`config.mk`:
```
export PLATFORM = sky130hd
export DESIGN_NAME = blue_addr_gen_flat
export DESIGN_NICKNAME = d
export VERILOG_FILES = /design/src/rtl/blue_addr_gen_pkg.sv /design/src/rtl/blue_addr_gen_if.sv /design/src/rtl/blue_addr_gen_sprite_box_addr.sv /design/src/rtl/blue_addr_gen.sv /design/src/flat_wrapper.sv
export SDC_FILE = /design/constraint.sdc
export NUM_CORES = 1
export LEC_CHECK = 0
export CAP_MARGIN = 0
export CELL_PAD_IN_SITES_DETAIL_PLACEMENT = 0
export CELL_PAD_IN_SITES_GLOBAL_PLACEMENT = 1
export CORE_MARGIN = 1.5
export CORE_UTILIZATION = 46
export DETAILED_ROUTE_END_ITERATION = 10
export PLACE_DENSITY_LB_ADDON = 0.12
export SLEW_MARGIN = 20
export SYNTH_ARGS = -nofsm -noshare
export SYNTH_HDL_FRONTEND = slang
export SYNTH_HIERARCHICAL = 1
export SYNTH_SLANG_ARGS = --single-unit
```
`constraint.sdc`:
```
create_clock -name clk -period 10.7 [get_ports clk]
set_clock_uncertainty 0.15 [all_clocks]
set_input_delay 1.07 -clock clk [delete_from_list [all_inputs] [get_ports clk]]
set_output_delay 1.07 -clock clk [all_outputs]
set_load 0.05 [all_outputs]
```
`src/rtl/blue_addr_gen_pkg.sv`:
```
// Shared sprite package: sprite geometry defaults, blue_state bit layout and
// the move/facing update rule used by the sprite display blocks.
package blue_addr_gen_pkg;

  localparam int SPRITE_W_DEF = 47;
  localparam int SPRITE_H_DEF = 64;

  localparam int COORD_W = 10;
  localparam int ADDR_W  = 14;

  // blue_state bit indices
  localparam int FACING = 0;
  localparam int AIR    = 1;
  localparam int MOTION = 2;

  // Facing right, on the ground, standing still.
  localparam logic [2:0] STATE_RST = 3'b001;

  typedef enum logic {
    ST_IDLE,
    ST_RUN
  } fsm_t;

  // Character state for the coming frame, sampled from the controls.
  function automatic logic [2:0] next_blue_state(input logic [2:0] cur,
                                                 input logic       key_left,
                                                 input logic       key_right,
                                                 input logic       on_ground);
    logic [2:0] nxt;
    nxt = cur;
    if (key_left && !key_right)      nxt[FACING] = 1'b0;
    else if (key_right && !key_left) nxt[FACING] = 1'b1;
    nxt[AIR]    = ~on_ground;
    nxt[MOTION] = key_left ^ key_right;
    return nxt;
  endfunction

endpackage

```
`src/rtl/blue_addr_gen_if.sv`:
```
// Pixel-scan / control inputs and sprite ROM address outputs of the
// blue character address generator.
interface blue_addr_gen_if;
  import blue_addr_gen_pkg::*;

  logic [COORD_W-1:0] pix_x;
  logic [COORD_W-1:0] pix_y;
  logic               pix_valid;
  logic [COORD_W-1:0] pos_x;
  logic [COORD_W-1:0] pos_y;
  logic               key_left;
  logic               key_right;
  logic               on_ground;
  logic [ADDR_W-1:0]  blue;
  logic [2:0]         blue_state;
  logic               blue_hit;

  modport master (
    output pix_x, pix_y, pix_valid, pos_x, pos_y, key_left, key_right, on_ground,
    input  blue, blue_state, blue_hit
  );

  modport slave (
    input  pix_x, pix_y, pix_valid, pos_x, pos_y, key_left, key_right, on_ground,
    output blue, blue_state, blue_hit
  );
endinterface

```
`src/rtl/blue_addr_gen_sprite_box_addr.sv`:
```
// Combinational sprite box test plus pixel-offset to ROM address conversion.
// Reusable for any character sprite with a fixed row stride.
module sprite_box_addr
  import blue_addr_gen_pkg::*;
#(
  parameter int SPRITE_W = SPRITE_W_DEF,
  parameter int SPRITE_H = SPRITE_H_DEF
) (
  input  logic [COORD_W-1:0] pix_x_i,
  input  logic [COORD_W-1:0] pix_y_i,
  input  logic               pix_valid_i,
  input  logic [COORD_W-1:0] org_x_i,
  input  logic [COORD_W-1:0] org_y_i,
  output logic               hit_o,
  output logic [ADDR_W-1:0]  addr_o
);

  localparam logic [COORD_W:0] W_EXT = (COORD_W+1)'(SPRITE_W);
  localparam logic [COORD_W:0] H_EXT = (COORD_W+1)'(SPRITE_H);

  // One extra bit so a box hanging off the right/bottom edge clips instead of
  // wrapping around to column/row 0.
  logic [COORD_W:0]   px, py, ox, oy;
  logic               in_x, in_y;
  logic [COORD_W-1:0] dx, dy;
  logic [ADDR_W-1:0]  row_base;

  assign px = {1'b0, pix_x_i};
  assign py = {1'b0, pix_y_i};
  assign ox = {1'b0, org_x_i};
  assign oy = {1'b0, org_y_i};

  assign in_x  = (px >= ox) && (px < ox + W_EXT);
  assign in_y  = (py >= oy) && (py < oy + H_EXT);
  assign hit_o = pix_valid_i && in_x && in_y;

  // Offsets are only meaningful inside the box, where they never underflow.
  assign dx = pix_x_i - org_x_i;
  assign dy = pix_y_i - org_y_i;

  // Row base dy*SPRITE_W as a sum of shifted copies of dy, one per set bit of
  // the constant stride.
  always_comb begin
    // NOTE: every always_comb output gets a default first so no path leaves it
    // unassigned, which would infer a latch.
    row_base = '0;
    for (int b = 0; b <= COORD_W; b++) begin
      if (W_EXT[b]) row_base = row_base + (ADDR_W'({4'd0, dy}) << b);
    end
  end

  assign addr_o = row_base + {4'd0, dx};

endmodule

```
`src/rtl/blue_addr_gen.sv`:
```
// Blue character sprite address generator: latches position and character
// state once per frame and maps each scanned pixel to a sprite ROM address.
module blue_addr_gen
  import blue_addr_gen_pkg::*;
#(
  parameter int SPRITE_W = SPRITE_W_DEF,
  parameter int SPRITE_H = SPRITE_H_DEF
) (
  input  logic            clk,
  input  logic            rst_n,
  blue_addr_gen_if.slave  bus
);

  fsm_t               fsm_q, fsm_d;
  logic [COORD_W-1:0] lat_x_q, lat_x_d;
  logic [COORD_W-1:0] lat_y_q, lat_y_d;
  logic [2:0]         state_q, state_d;
  logic               hit_q, hit_d;
  logic [ADDR_W-1:0]  blue_q, blue_d;

  logic               frame_start;
  logic               box_hit;
  logic [ADDR_W-1:0]  box_addr;

  assign frame_start = bus.pix_valid && (bus.pix_x == '0) && (bus.pix_y == '0);

  // The box test uses the registered position, so the frame-start pixel still
  // sees the previous frame's position.
  sprite_box_addr #(
    .SPRITE_W (SPRITE_W),
    .SPRITE_H (SPRITE_H)
  ) u_box (
    .pix_x_i     (bus.pix_x),
    .pix_y_i     (bus.pix_y),
    .pix_valid_i (bus.pix_valid),
    .org_x_i     (lat_x_q),
    .org_y_i     (lat_y_q),
    .hit_o       (box_hit),
    .addr_o      (box_addr)
  );

  // Next state: frame-start sampling of position/controls, and pixel outputs.
  always_comb begin
    fsm_d   = fsm_q;
    lat_x_d = lat_x_q;
    lat_y_d = lat_y_q;
    state_d = state_q;
    if (frame_start) begin
      fsm_d   = ST_RUN;
      lat_x_d = bus.pos_x;
      lat_y_d = bus.pos_y;
      state_d = next_blue_state(state_q, bus.key_left, bus.key_right, bus.on_ground);
    end
    hit_d  = (fsm_q == ST_RUN) && box_hit;
    blue_d = hit_d ? box_addr : '0;
  end

  // State and output registers with synchronous active-low reset.
  always_ff @(posedge clk) begin
    // NOTE: sequential state uses non-blocking assignments so every register
    // samples pre-edge values regardless of statement order.
    if (!rst_n) begin
      fsm_q   <= ST_IDLE;
      lat_x_q <= '0;
      lat_y_q <= '0;
      state_q <= STATE_RST;
      hit_q   <= 1'b0;
      blue_q  <= '0;
    end else begin
      fsm_q   <= fsm_d;
      lat_x_q <= lat_x_d;
      lat_y_q <= lat_y_d;
      state_q <= state_d;
      hit_q   <= hit_d;
      blue_q  <= blue_d;
    end
  end

  assign bus.blue       = blue_q;
  assign bus.blue_hit   = hit_q;
  assign bus.blue_state = state_q;

endmodule

```
`src/flat_wrapper.sv`:
```
// flat-port wrapper written by rule: the top's interface ports become plain ports
module blue_addr_gen_flat import blue_addr_gen_pkg::*;
#(
  parameter int SPRITE_W = SPRITE_W_DEF,
  parameter int SPRITE_H = SPRITE_H_DEF
)
  (clk, rst_n, bus_pix_x, bus_pix_y, bus_pix_valid, bus_pos_x, bus_pos_y, bus_key_left, bus_key_right, bus_on_ground, bus_blue, bus_blue_state, bus_blue_hit);
  blue_addr_gen_if bus_i ();
  input  logic clk;
  input  logic rst_n;
  input wire logic [$bits(bus_i.pix_x)-1:0] bus_pix_x;
  input wire logic [$bits(bus_i.pix_y)-1:0] bus_pix_y;
  input wire logic [$bits(bus_i.pix_valid)-1:0] bus_pix_valid;
  input wire logic [$bits(bus_i.pos_x)-1:0] bus_pos_x;
  input wire logic [$bits(bus_i.pos_y)-1:0] bus_pos_y;
  input wire logic [$bits(bus_i.key_left)-1:0] bus_key_left;
  input wire logic [$bits(bus_i.key_right)-1:0] bus_key_right;
  input wire logic [$bits(bus_i.on_ground)-1:0] bus_on_ground;
  output wire logic [$bits(bus_i.blue)-1:0] bus_blue;
  output wire logic [$bits(bus_i.blue_state)-1:0] bus_blue_state;
  output wire logic [$bits(bus_i.blue_hit)-1:0] bus_blue_hit;
  assign bus_i.pix_x = bus_pix_x;
  assign bus_i.pix_y = bus_pix_y;
  assign bus_i.pix_valid = bus_pix_valid;
  assign bus_i.pos_x = bus_pos_x;
  assign bus_i.pos_y = bus_pos_y;
  assign bus_i.key_left = bus_key_left;
  assign bus_i.key_right = bus_key_right;
  assign bus_i.on_ground = bus_on_ground;
  assign bus_blue = bus_i.blue;
  assign bus_blue_state = bus_i.blue_state;
  assign bus_blue_hit = bus_i.blue_hit;
  blue_addr_gen #(.SPRITE_W(SPRITE_W), .SPRITE_H(SPRITE_H)) u_core (.clk(clk), .rst_n(rst_n), .bus(bus_i));
endmodule
```
==> run_1/ff_map.png <==
The bar under the picture is 20 µm long.
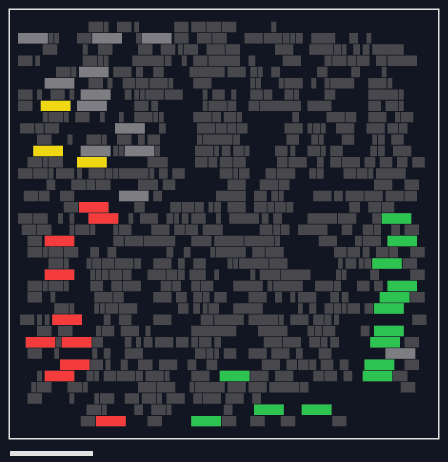
legend:
  green:
    signal: u_core/bus.blue
    sequential_cells: 14
  yellow:
    signal: u_core/bus.blue_state
    sequential_cells: 3
  red:
    signal: u_core/lat_x_q
    sequential_cells: 10
not colored: 12
flop share of the area: 0.143
Reg area: 781 µm²
seq pwr: 0.145 mW
Core Util, Final: 0.560

==> run_1/layers.png <==
The bar under the picture is 20 µm long.
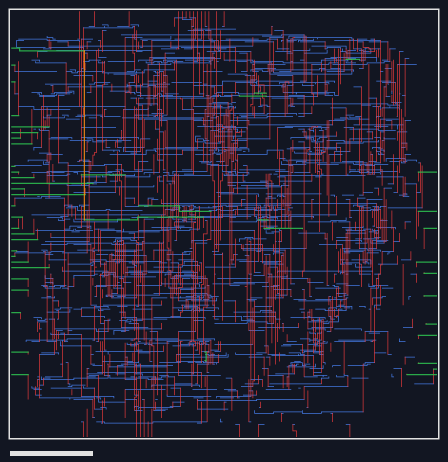
legend:
  blue:
    layer: M1
    wire_length: 4770 µm
  red:
    layer: M2
    wire_length: 4480 µm
  green:
    layer: M3
    wire_length: 266 µm
  orange:
    layer: M4
    wire_length: 40.8 µm
via count: 3672
final WL: 9.55 mm
Routed wire per std cell: 13.4 µm

==> run_1/clock_nets.png <==
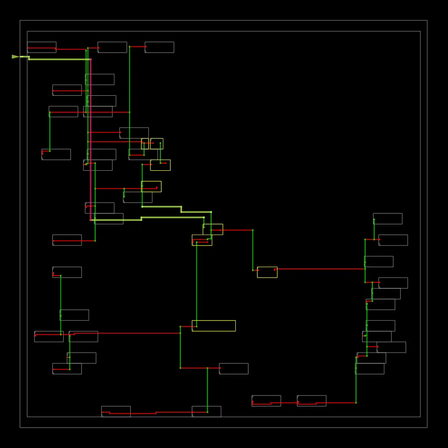
flop count: 39
Clock buffer cells: 5

==> impl_metrics.json, run 1 <==
{
  "max_stage_delay_ns": 0.59,
  "syn_area_per_cell_um2": 8.92,
  "nNetsFinal": 722,
  "crit_arrival_ns": 6.96,
  "yosysWarnings": 6,
  "root_buffer": "clkbuf_8",
  "synthCells": 520,
  "cts_sinks": 39,
  "path_cells": "clkdlybuf4s50_1 > ha_1 > nor2b_1 > o21a_1 > nor2_1 > xnor2_1 > inv_1 > fa_1 > inv_1 > fa_1 > a211o_1 > o211ai_1 > a21oi_1 > o21a_1 > o21a_1 > o31a_1 > fa_1 > ha_1 > ha_1 > nand3_1 > o31ai_1 > xnor2_1 > and2_1",
  "gr-total-overflow": 0,
  "rows": 36,
  "finalSetupTns_ns": 0,
  "cts_buffers": 5,
  "coreArea_um2": 9770,
  "period_used_share": 0.647,
  "first_pass_iters": 4,
  "layout.cells.most_common": "ha_1",
  "final.setup.worst_slack_ns": 3.78,
  "ff_type": "dfxtp_1",
  "rrSetupSlack_ns": 4.65,
  "h-tree-depth": 2,
  "p_sw_frac": 0.428,
  "wl_met2_mm": 4.48,
  "status": "finished, final reports clean",
  "timing.rr.end": "u_core/bus.blue[13]$_SDFF_PN0_",
  "synth-edff-count": 0,
  "crit_fanout": 6,
  "met3_usage": 0.0262,
  "top_area_cell": "ha_1",
  "clk_latency_ns": 0.30,
  "logic_family": "adder cells",
  "ys_sh_simple": 0.171,
  "synth-xor-area-share": 0.0936,
  "rsz0062_at_grt": "no",
  "ios": 64,
  "adder_share": 0.293,
  "worstHoldPathType": "flop to flop",
  "grt_pass1_vias": 3568,
  "crit_slowest_cell": "xnor2_1",
  "fp.dieH_um": 103,
  "grt_pass1_wl_mm": 15.9,
  "cp-startpoint": "bus_pix_y[1]",
  "cp.required_ns": 10.74,
  "warnings": 30,
  "crit_path_end_kind": "flop",
  "gr-usage-all-layers": 0.187,
  "cts.repair.resized": 0,
  "path_clk_slew_ns": 0.08,
  "pwr-share-comb": 0.716,
  "viasPerCell": 5.14,
  "synthesis.nets": 662,
  "drt-met1-wl_mm": 4.77,
  "die_area_um2": 10700,
  "mi_logic_area_um2": 3590,
  "post-cts-setup-buffers": 0,
  "yosys.cell_types.count": 62,
  "cts_buffer_depth": 2,
  "place.gp.congestion": 0.813,
  "clk-power_mw": 0.128,
  "fillCellCount": 949,
  "path_delay_family": "adder cells",
  "grt_max_degree": 49,
  "cts_tree": "built",
  "area_delta_synth_final_pct": 17.9,
  "cp.depth": 23,
  "postSynthSeqShare": 0.168,
  "grt_use_met1": 0.249,
  "ys_sh_mux": 0.0521,
  "grt.met2_usage": 0.325,
  "maxPowerGroup": "combinational cells",
  "pre_cts_ws_ns": 3.43,
  "cts_hold_buf": 0,
  "tightestPinTransition_ns": 0.720,
  "power_frac_clock": 0.133,
  "ys_sh_aoi": 0.166,
  "dp_hpwl_mm": 7.94,
  "ys_top_cells_by_count": "ha_1, nand2_1, inv_1",
  "io_buffers": 63
}
run 1: flip-flops by register name, summed over array words and instances (netlist names):
| name | cells |
|---|---|
| u_core/bus.blue_state | 3 |
| u_core/bus.blue_hit | 1 |
| u_core/lat_x_q | 10 |
| u_core/bus.blue | 14 |
| u_core/lat_y_q | 10 |
| u_core/fsm_q | 1 |
run 1: layout make-up:
cell class              count  share of cell area
repair buffers             64               0.117
clock buffers               5              0.0126
multi-input cells         423               0.657
clock inverters             3             0.00801
inverters                  47              0.0323
well taps                 133              0.0304
flip-flops and latches     39               0.143
run 1: worst min-delay path by stage:
stage,startpoint,to,slack [ns],cells past startpoint
final,u_core/fsm_q$_SDFFE_PN0P_,u_core/fsm_q$_SDFFE_PN0P_,0.31,1
after global routing,u_core/lat_y_q[4]$_SDFFE_PN0P_,u_core/lat_y_q[4]$_SDFFE_PN0P_,0.33,2
after CTS,u_core/bus.blue_state[2]$_SDFFE_PN0P_,u_core/bus.blue_state[2]$_SDFFE_PN0P_,0.32,2
after detailed placement,u_core/bus.blue_state[2]$_SDFFE_PN0P_,u_core/bus.blue_state[2]$_SDFFE_PN0P_,0.30,2
after global placement,u_core/fsm_q$_SDFFE_PN0P_,u_core/fsm_q$_SDFFE_PN0P_,0.29,1
after floorplan,u_core/fsm_q$_SDFFE_PN0P_,u_core/fsm_q$_SDFFE_PN0P_,0.28,1
run 1: metrics by stage:
step	hold WS (ns)	instances	instance area, µm²
6_report	0.312	714	5470
5_1_grt	0.329	714	5470
4_1_cts	0.316	714	5470
3_5_place_dp	0.296	706	5360
3_3_place_gp	0.288	706	5360
2_1_floorplan	0.282	520	4640
==> run_1/port_trees.png <==
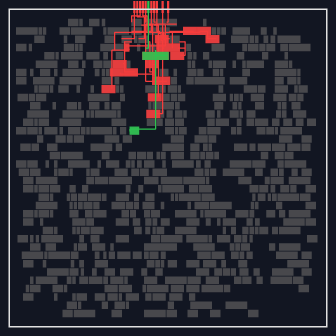

## Run 2: what changed since run 1
--- a/config.mk
+++ b/config.mk
@@ -9,7 +9,7 @@
 export CELL_PAD_IN_SITES_DETAIL_PLACEMENT = 0
 export CELL_PAD_IN_SITES_GLOBAL_PLACEMENT = 1
 export CORE_MARGIN = 1.5
-export CORE_UTILIZATION = 46
+export CORE_UTILIZATION = 43
 export DETAILED_ROUTE_END_ITERATION = 10
 export PLACE_DENSITY_LB_ADDON = 0.12
 export SLEW_MARGIN = 20
==> constraint.sdc (replaced) <==
create_clock -name clk -period 6.6 [get_ports clk]
set_clock_uncertainty 0.15 [all_clocks]
set_input_delay 0.66 -clock clk [delete_from_list [all_inputs] [get_ports clk]]
set_output_delay 0.66 -clock clk [all_outputs]
set_load 0.05 [all_outputs]
==> run_2/port_trees.png <==
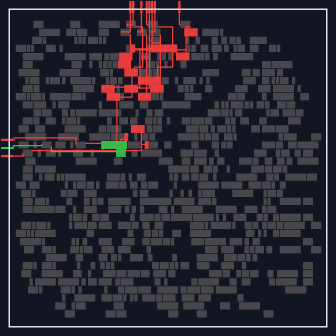
legend:
  green:
    port: bus_pix_valid
    bits: 1
    direction: input
    end_cells: 2
    buffers: 1
    wire: 40.8 µm
  red:
    port: bus_pix_y
    bits: 10
    direction: input
    end_cells: 18
    buffers: 10
    wire: 383 µm

==> impl_metrics.json, run 2 <==
{
  "drt-met1-wl_mm": 4.73,
  "ys_cells": 520,
  "drt_iter0_drc": 129,
  "relSlewSlack": 0.540,
  "first_pass_iters": 4,
  "power.leakage_nw": 2.31,
  "area_leaders": "ha_1, dfxtp_1, fa_1",
  "grt_max_degree": 49,
  "fmax_mhz": 161,
  "finalSetupTns_ns": 0,
  "area_delta_synth_final_pct": 19.3,
  "ys_sh_aoi": 0.166,
  "ys_sh_simple": 0.171,
  "wl_met2_mm": 4.37,
  "regArea_um2": 781,
  "timing.rr.end": "u_core/bus.blue[13]$_SDFF_PN0_",
  "gr-total-overflow": 0,
  "postRouteAntennaNets": 0,
  "fp_util": 0.445,
  "period_used_share": 0.944,
  "synth-edff-count": 0,
  "vdd_drop_max_mv": 0.183,
  "yosys.cell_types.count": 62,
  "root_buffer": "clkbuf_8",
  "postSynthSeqShare": 0.168,
  "die_x_um": 107,
  "drv_cap": 0,
  "grt.met2_usage": 0.297,
  "cts_buffer_depth": 2,
  "final_hold_viol_count": 0,
  "warnings": 30,
  "vias": 3716,
  "wl_per_cell_um": 13.2,
  "cellPowerDensity_nw_per_um2": 289,
  "whs_endpoint": "u_core/fsm_q$_SDFFE_PN0P_",
  "cts_sinks": 39,
  "coreArea_um2": 10400,
  "path_clk_slew_ns": 0.09,
  "hold_path_depth": 1,
  "cp-startpoint": "bus_pix_y[0]",
  "antenna_found_initial": 0,
  "crit_slowest_cell": "clkdlybuf4s50_1",
  "diodes": 0,
  "pre_cts_ws_ns": 0.0615,
  "die_area_um2": 11400,
  "mi_logic_area_um2": 3590,
  "dp_cells": 717,
  "ys.flops": 39,
  "viasPerCell": 5.13,
  "adder_share": 0.293,
  "rsz0062_at_grt": "no",
  "netlist_area_um2": 4640,
  "path_delay_family": "adder cells",
  "rrSetupSlack_ns": 0.99,
  "syn_area_per_cell_um2": 8.92,
  "synthArstFlopShare": 0,
  "design_area_um2": 5530,
  "drc": 0,
  "final-setup-viol-count": 0,
  "p_total_mw": 1.60,
  "worst_hold_slack_ns": 0.314,
  "placedInstanceArea_um2": 5420,
  "ys_sh_mux": 0.0521,
  "crit_path_end_kind": "flop",
  "critPathKind": "input port to flop",
  "clk_latency_ns": 0.30,
  "synthCells": 520,
  "h-tree-depth": 2,
  "cp.required_ns": 6.65,
  "final.setup.worst_slack_ns": 0.371,
  "logic_family": "adder cells",
  "cts_tree": "built",
  "instances_no_fill": 725,
  "crit_fanout": 6,
  "yosysWarnings": 6,
  "grt_use_met1": 0.233,
  "synthesis.nets": 662,
  "ios": 64,
  "ff_type": "dfxtp_1",
  "highest_layer": "met4",
  "gr-usage-all-layers": 0.177,
  "wl_met3_um": 302,
  "status": "finished, final reports clean",
  "final_cell_mix": "ha_1, clkdlybuf4s50_1, nand2_1",
  "grt_pass1_vias": 3610,
  "met3_usage": 0.0286,
  "fin_util": 0.531,
  "largest_reg_flops": 14,
  "path_cells": "clkdlybuf4s50_1 > inv_1 > ha_1 > fa_1 > nand2b_1 > a21oi_2 > o21a_1 > nor2_1 > xnor2_2 > ha_1 > ha_1 > nand3_1 > o211ai_1 > o41ai_1 > o21ai_0 > xnor2_1 > ha_1 > ha_1 > ha_1 > a21o_1 > a21oi_1 > o31ai_1 > xnor2_1 > and2_1",
  "top_area_frac": 0.202,
  "drive_above_1_share": 0.0611,
  "nNetsFinal": 730,
  "top_area_cell": "ha_1",
  "grt_pass1_wl_mm": 16.4,
  "cts_buffers": 5,
  "worstHoldPathType": "flop to flop",
  "fillCellCount": 1006,
  "top_cell": "ha_1",
  "fin_crit_ns": 6.23,
  "fp.dieH_um": 107,
  "hold_path.startpoint": "u_core/fsm_q$_SDFFE_PN0P_",
  "ff2ff_path_depth": 23,
  "wl_mm": 9.53,
  "maxSlewViolCount": 0,
  "post-cts-setup-buffers": 0,
  "rows": 37,
  "max_stage_delay_ns": 0.53,
  "layout.cells.most_common": "ha_1",
  "cts.repair.resized": 0,
  "cp-start-kind": "input port",
  "grt.busiest_layer": "met2",
  "crit_top_cell": "ha_1",
  "dp_hpwl_mm": 8.03,
  "place.gp.congestion": 0.811,
  "tightestPinTransition_ns": 0.673,
  "worst-path-buf-inv": 2,
  "ys_top_cells_by_count": "ha_1, nand2_1, inv_1",
  "cts_hold_buf": 0,
  "crit_arrival_ns": 6.28,
  "synth-xor-area-share": 0.0936,
  "yosys_area_um2": 4640,
  "io_buffers": 63,
  "r2r-start": "u_core/lat_y_q[1]$_SDFFE_PN0P_"
}
==> run 2: cell counts after synthesis <==
No cell type changed its count.
==> run 2: worst max path at each step <==
stage	end	slack, ns	cells after the start
2_1_floorplan	u_core/bus.blue[13]$_SDFF_PN0_	0.78	21
3_3_place_gp	u_core/bus.blue[13]$_SDFF_PN0_	0.17	24
3_5_place_dp	u_core/bus.blue[13]$_SDFF_PN0_	0.06	24
4_1_cts	u_core/bus.blue[13]$_SDFF_PN0_	0.39	24
5_1_grt	u_core/bus.blue[13]$_SDFF_PN0_	0.03	24
6_report	u_core/bus.blue[13]$_SDFF_PN0_	0.37	24
==> run 2: kinds of logic (layout without fill, tap and decap cells) <==
| kind of cell | count (synthesis) | count (layout) |
|---|---|---|
| compound gates | 107 | 107 |
| xor+xnor | 47 | 47 |
| fa+ha+maj | 96 | 96 |
| buf+inv | 58 | 127 |
| flops | 39 | 39 |
| mux | 24 | 24 |
| simple gates | 149 | 149 |
==> run 2: worst reg2reg max path, delay by kind of cell (launching register included) <==
family / cells / cell delay, ns
adder cells (fa/ha/maj): 6 / 2.33
AND-OR/OR-AND: 8 / 1.61
AND/OR/NAND/NOR: 4 / 0.49
flip-flops: 1 / 0.40
XOR/XNOR: 2 / 0.32
buffers and inverters: 3 / 0.21
==> run 2: final cells by class <==
cell class,count,area share
multi-input combinational,423,0.650
clock inverter,3,0.00791
timing repair buffer,72,0.126
clock buffer,5,0.0124
sequential,39,0.141
inverter,47,0.0319
tap,136,0.0308
==> run 2: report_power, final <==
part           switching, mW  internal (mW)  total, mW
clock network         0.0991          0.113      0.212
logic                  0.578          0.574       1.15
registers       0.0000000784          0.235      0.235
total                  0.677          0.921       1.60
Power figures rest on the tool's default switching activity, not on a simulated workload.
